**src/rtl/branch_predictor_core.sv**
```systemverilog
// rtl/branch_predictor_core.sv - 2-bit saturating-counter branch predictor with statistics
//
// Resolves completed branches from the predictor input latch and predicts each one from a
// table of 2-bit saturating counters indexed by the low address bits. The result is reported
// one cycle after the event, and the table entry is trained at the event edge.
// Ports:
//   i_clock, i_reset               clock; synchronous active-high reset
//   i_latched_branch[13:0]         instruction word; [13:11] opcode, [10:0] target
//   i_latched_branch_addr[10:0]    instruction address; low IDX_BITS select the table entry
//   i_latched_W[15:0], i_latched_CY  W register and carry flag at execution
//   i_latched_exec_done            instruction finished this cycle
//   o_ready                        table initialised, events accepted
//   o_pred_valid                   one-cycle pulse qualifying the result outputs
//   o_pred_taken, o_actual_taken, o_mispredict, o_pred_target[10:0]  result of last event
//   o_branch_count, o_mispredict_count  saturating statistics
module branch_predictor_core #(
   parameter int IDX_BITS = 4,
   parameter int CNT_W    = 16
) (
   input  logic             i_clock,
   input  logic             i_reset,
   input  logic [13:0]      i_latched_branch,
   input  logic [10:0]      i_latched_branch_addr,
   input  logic [15:0]      i_latched_W,
   input  logic             i_latched_CY,
   input  logic             i_latched_exec_done,
   output logic             o_ready,
   output logic             o_pred_valid,
   output logic             o_pred_taken,
   output logic             o_actual_taken,
   output logic             o_mispredict,
   output logic [10:0]      o_pred_target,
   output logic [CNT_W-1:0] o_branch_count,
   output logic [CNT_W-1:0] o_mispredict_count
);

   localparam int ENTRIES = 1 << IDX_BITS;

   typedef enum logic {ST_INIT, ST_RUN} state_t;

   state_t                r_state;
   state_t                w_state_next;
   logic [IDX_BITS-1:0]   r_init_idx;
   logic [1:0]            r_table [ENTRIES];

   logic [2:0]            w_opcode;
   logic                  w_is_branch;
   logic                  w_taken;
   logic                  w_event;
   logic [IDX_BITS-1:0]   w_idx;
   logic [1:0]            w_ctr;
   logic [1:0]            w_ctr_next;
   logic                  w_mispredict;

   // State register
   always_ff @(posedge i_clock) begin
      if (i_reset) begin
         r_state    <= ST_INIT;
         r_init_idx <= '0;
      end else begin
         r_state <= w_state_next;
         if (r_state == ST_INIT) begin
            r_init_idx <= r_init_idx + 1'b1;
         end
      end
   end

   // Next state: INIT walks every entry once, RUN is left only through reset
   always_comb begin
      w_state_next = r_state;
      case (r_state)
         ST_INIT: if (r_init_idx == IDX_BITS'(ENTRIES - 1)) w_state_next = ST_RUN;
         ST_RUN:  w_state_next = ST_RUN;
         default: w_state_next = ST_INIT;
      endcase
   end

   assign o_ready = (r_state == ST_RUN);

   // Decode and resolve
   assign w_opcode = i_latched_branch[13:11];

   always_comb begin
      w_is_branch = 1'b1;
      w_taken     = 1'b0;
      case (w_opcode)
         3'b101:  w_taken = (i_latched_W == 16'h0000);
         3'b110:  w_taken = i_latched_CY;
         3'b111:  w_taken = 1'b1;
         default: w_is_branch = 1'b0;
      endcase
   end

   assign w_event = (r_state == ST_RUN) && i_latched_exec_done && w_is_branch;
   assign w_idx   = i_latched_branch_addr[IDX_BITS-1:0];
   // Combinational read: an event on the cycle after a write to the same entry sees the new value
   assign w_ctr   = r_table[w_idx];

   always_comb begin
      w_ctr_next = w_ctr;
      if (w_taken) begin
         if (w_ctr != 2'b11) w_ctr_next = w_ctr + 2'b01;
      end else begin
         if (w_ctr != 2'b00) w_ctr_next = w_ctr - 2'b01;
      end
   end

   assign w_mispredict = w_ctr[1] ^ w_taken;

   // Table has no reset of its own; INIT rewrites every entry before any event can read it
   always_ff @(posedge i_clock) begin
      if (!i_reset) begin
         if (r_state == ST_INIT) begin
            r_table[r_init_idx] <= 2'b01;
         end else if (w_event) begin
            r_table[w_idx] <= w_ctr_next;
         end
      end
   end

   // Result registers and statistics
   always_ff @(posedge i_clock) begin
      if (i_reset) begin
         o_pred_valid       <= 1'b0;
         o_pred_taken       <= 1'b0;
         o_actual_taken     <= 1'b0;
         o_mispredict       <= 1'b0;
         o_pred_target      <= '0;
         o_branch_count     <= '0;
         o_mispredict_count <= '0;
      end else begin
         o_pred_valid <= w_event;
         if (w_event) begin
            o_pred_taken   <= w_ctr[1];
            o_actual_taken <= w_taken;
            o_mispredict   <= w_mispredict;
            o_pred_target  <= i_latched_branch[10:0];
            if (o_branch_count != {CNT_W{1'b1}}) begin
               o_branch_count <= o_branch_count + 1'b1;
            end
            if (w_mispredict && (o_mispredict_count != {CNT_W{1'b1}})) begin
               o_mispredict_count <= o_mispredict_count + 1'b1;
            end
         end
      end
   end

endmodule
```
**config.mk**
```make
export PLATFORM = sky130hd
export DESIGN_NAME = branch_predictor_core
export DESIGN_NICKNAME = d
export VERILOG_FILES = /design/src/rtl/branch_predictor_core.sv
export SDC_FILE = /design/constraint.sdc
export NUM_CORES = 1
export LEC_CHECK = 0
export CORE_AREA = 2 2 101 103
export DETAILED_ROUTE_END_ITERATION = 10
export DIE_AREA = 0 0 103 105
export PLACE_DENSITY = 0.62
export SYNTH_ARGS = -nofsm -noshare
export SYNTH_HDL_FRONTEND = slang
export SYNTH_SLANG_ARGS = --single-unit
```
**constraint.sdc**
```tcl
create_clock -name i_clock -period 3.8 [get_ports i_clock]
set_clock_uncertainty 0.1 [all_clocks]
set_input_delay 0.76 -clock i_clock [delete_from_list [all_inputs] [get_ports i_clock]]
set_output_delay 0.76 -clock i_clock [all_outputs]
set_load 0.005 [all_outputs]
```
run_1/m2.png
(4 px per µm)
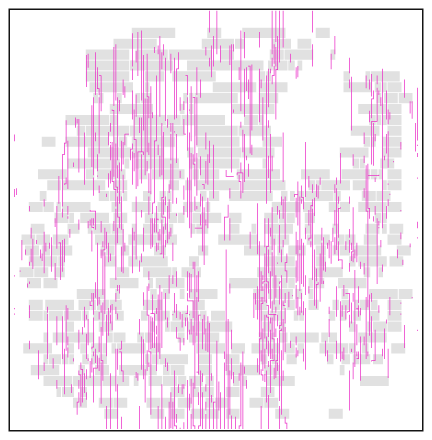
longest straight run: 39.8 µm
wire length on this layer: 4200 µm
main direction: vertical
share of all routed wire: 48%

run_1/closeup.png
Region (32, 32) to (72, 72) µm. Cells in grey, sequential cells in the stronger grey; small squares are vias.
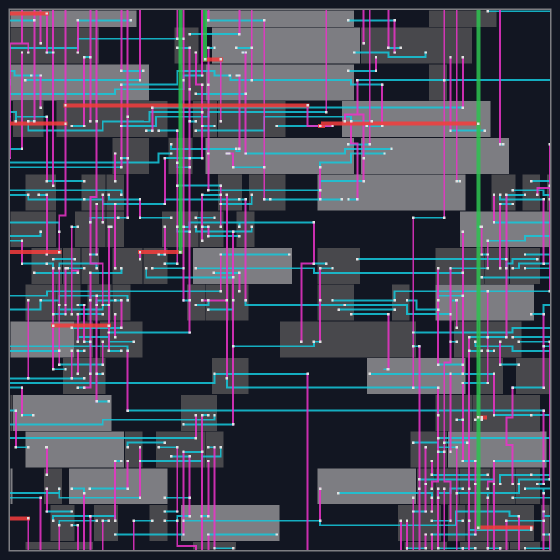
| colour | layer |
|---|---|
| red | M3 |
| green | M4 |
| cyan | M1 |
| magenta | M2 |
cells with their middle in the window: 89
sequential cells in the window: 18
most frequent: dfxtp_1 (11), nor2_1 (9)
netlist names of flops here include: r_table (7), o_mispredict_count (4), o_branch_count (3)

run_1/placed.png
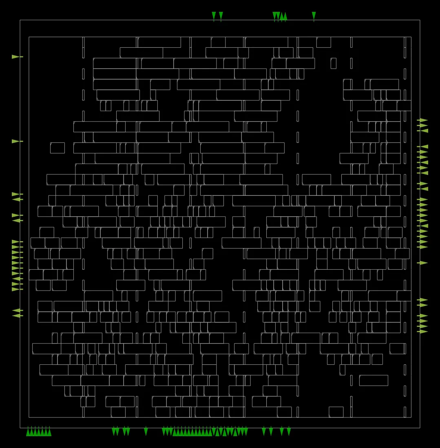
Core ar.: 9640 µm²
Fillers: 920
Layout Utilization: 0.513
non-filler cells, final: 601
Cell Rows: 36

==> impl_metrics.yaml, run 1 <==
# generated from flow reports
status:
  status: "complete, no violations"
synthesis:
  synth_area_um2: 3800
  yosysTopAreaCellShare: 0.274
  top_logic_kind: "simple AND/OR/NAND/NOR gates"
  ys_ff: 84
routing:
  drt_iter0_drc: 143
  via_per_inst: 5.31
  vias: 3194
grt:
  gr-usage-met3: 0.0261
  grt_pass1_wl_mm: 14.1
  grt_use_total: 0.166
  grt_pass1_vias: 2911
clock_network:
  cts_buffer_depth: 2
  cts_tree: "built"
  clock-sinks: 84
floorplanning:
  fp_util: 0.394
sta:
  max_slew.worst_pin.slew_ns: 0.983
layout:
  drive_above_1_share: 0.0705
critical_path:
  endpoint_kind: "register"
  reg2reg_slack_ns: 1.09
-- run 1: per-layer routing --
| metal | up-vias | part of all wire |
|---|---|---|
| met1 | 1531 | 0.47 |
| met5 | - | 0 |
| met3 | 10 | 0.042 |
| met4 | 0 | 0.012 |
| met2 | 80 | 0.48 |
| li1 | 1573 | - |
-- run 1: final cells by class --
class | instances | area, µm²
clock buffer | 14 | 143
multi-input combinational | 269 | 1690
inverter | 7 | 26.3
sequential | 84 | 2000
clock inverter | 2 | 12.5
tap | 133 | 166
timing repair buffer | 92 | 898
fill | 920 | 4700
-- run 1: layout by cell type (no fill, tap or decap), drive strengths merged, types with 2 or more instances in the layout --
cell	n
or4	11
a21oi	36
a31oi	6
and3	4
nand2	43
inv	7
mux4	9
a211oi	2
xor2	8
mux2i	5
nor3	9
nor2	37
buf	8
o2111ai	2
edfxtp	32
nor4	7
nand4	4
nor3b	2
o211ai	2
o31ai	9
or3	10
nand2b	3
dfxtp	52
nor2b	7
clkbuf	14
o21ai	15
nand3	19
clkdlybuf4s50	84
xnor2	5
ha	3
-- run 1: power by group --
part | total, W | internal, W | switching [W]
sequential | 0.000938 | 0.000933 | 0.00000548
combinational | 0.000125 | 0.0000618 | 0.0000627
clock | 0.000545 | 0.000238 | 0.000307
total | 0.00161 | 0.00123 | 0.000375
-- run 1: metrics by stage --
stage	cell area [µm²]	hold WS, ns	util	setup WS [ns]
floorplan	3800	0.353	-	0.882
global route	4940	0.372	0.513	0.526
finish	4940	0.354	0.513	0.692
global placement	4790	0.341	0.496	0.391
detailed placement	4790	0.346	0.496	0.324
CTS	4940	0.358	0.513	0.701
-- run 1: critical path: cells and delay by family --
family	cells	cell delay, ns
mux	3	0.83
buf+inv	1	0.77
simple gates	1	0.56
xor+xnor	1	0.21
compound gates	1	0.14
run_1/pinout.png
(4 px per µm) Pins as bars across the die edge, other pins in grey.
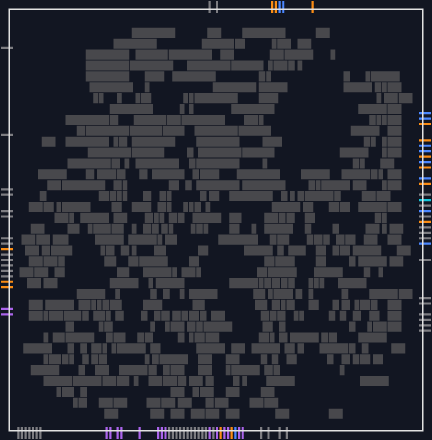

==> inputs of run 2 (changes only) <==
==> constraint.sdc (replaced) <==
create_clock -name i_clock -period 3.05 [get_ports i_clock]
set_clock_uncertainty 0.1 [all_clocks]
set_input_delay 0.61 -clock i_clock [delete_from_list [all_inputs] [get_ports i_clock]]
set_output_delay 0.61 -clock i_clock [all_outputs]
set_load 0.005 [all_outputs]
run_2/pinout.png
(4 px per µm) Pins as bars across the die edge, other pins in grey.
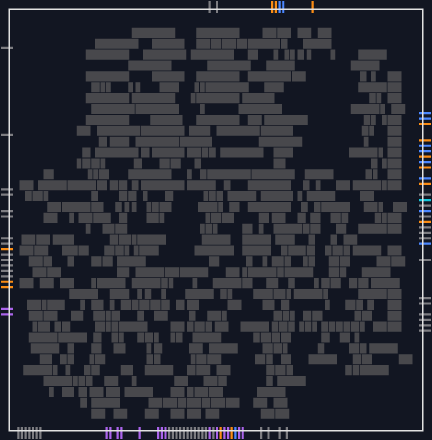
| colour | port | pins | direction | edge |
|---|---|---|---|---|
| blue | o_pred_target | 11 | output | 8 right, 2 top, 1 bottom |
| orange | i_latched_branch | 14 | input | 6 right, 3 top, 3 left, 2 bottom |
| cyan | o_mispredict | 1 | output | right |
| purple | o_branch_count | 16 | output | 14 bottom, 2 left |

==> impl_metrics.yaml, run 2 <==
# generated from flow reports
status:
  status: "complete, no violations"
critical_path:
  reg2reg_slack_ns: 0.40
  path_depth: 8
  endpoint_kind: "register"
  crit_family: "multiplexers"
routing:
  top_layer: "met4"
  via_per_inst: 5.20
  wl_met2_mm: 4.27
  wl_met1_mm: 4.20
  wl_met3_um: 414
  drt_iter0_drc: 160
  vias: 3211
power_and_ir_drop:
  p_switching_w: 0.000515
  switching_share: 0.230
  p_int_w: 0.00172
  seqPwrFrac: 0.523
floorplanning:
  core_um2: 9640
  row_count: 36
sta:
  setup_ws_ns: 0.248
layout:
  fillers: 910
  fin_cells: 617
  drive_above_1_share: 0.112
clock_network:
  clock-sinks: 84
  cts_tree: "built"
  cts_buffer_depth: 2
synthesis:
  synth_area_um2: 3800
  ys_ff: 84
  yosysTopAreaCellShare: 0.274
grt:
  grt_use_total: 0.172
  top_usage_layer: "met2"
  gr-usage-met3: 0.0408
  grt_pass1_wl_mm: 14.5
placement:
  dpl_worst_slack_ns: -0.118
run_2/placed.png
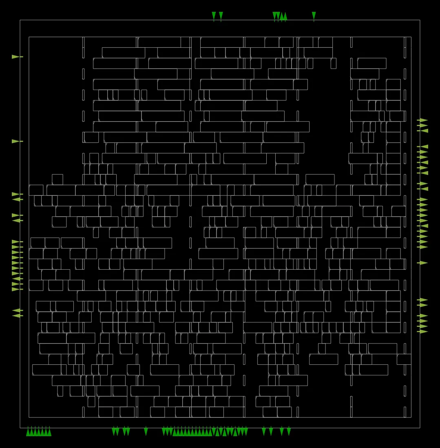
tap cells: 133
Layout Utilization: 0.535

-- run 2: cell counts after synthesis --
No cell type changed its count.
-- run 2: tightest hold or removal path, stage by stage, from the launching register on --
cell and delay [ns]:
dfxtp_1 0.32, nand2_1 0.05, a21oi_1 0.05
-- run 2: power by group through the flow --
| stage | clock [W] | combinational [W] | sequential, W |
|---|---|---|---|
| 2_1_floorplan | 0 | 0.0000859 | 0.00119 |
| 3_3_place_gp | 0 | 0.000172 | 0.00119 |
| 3_5_place_dp | 0 | 0.000174 | 0.00119 |
| 4_1_cts | 0.000910 | 0.000175 | 0.00117 |
| 5_1_grt | 0.000961 | 0.000189 | 0.00117 |
| 6_report | 0.000894 | 0.000174 | 0.00117 |
-- run 2: cell families (layout without fill, tap and decap cells) --
logic type,after synthesis,after routing,synth area share
xor+xnor,13,13,0.0349
fa+ha+maj,3,3,0.00989
compound gates,80,80,0.126
mux,15,15,0.0705
buf+inv,26,131,0.0283
simple gates,158,158,0.203
flops,84,84,0.527
-- run 2: cell type report --
cell class	count	area, µm²	share of cell area
clock inverter	7	98.8	0.0192
inverter	7	26.3	0.00510
timing repair buffer	108	1040	0.202
sequential	84	2000	0.388
tap	133	166	0.0323
clock buffer	9	124	0.0240
multi-input combinational	269	1690	0.328
-- run 2: per-stage QoR --
step / hold WS [ns] / cell area, µm² / utilization / total power (W) / setup TNS (ns)
after floorplan: 0.353 / 3800 / - / 0.00128 / 0
after global routing: 0.384 / 5150 / 0.535 / 0.00232 / 0
after CTS: 0.359 / 5150 / 0.535 / 0.00225 / 0
after detailed placement: 0.346 / 4930 / 0.512 / 0.00137 / -3.18
final: 0.356 / 5150 / 0.535 / 0.00224 / 0
after global placement: 0.341 / 4930 / 0.512 / 0.00137 / -2.83
Power is estimated from default activity; no workload was simulated.
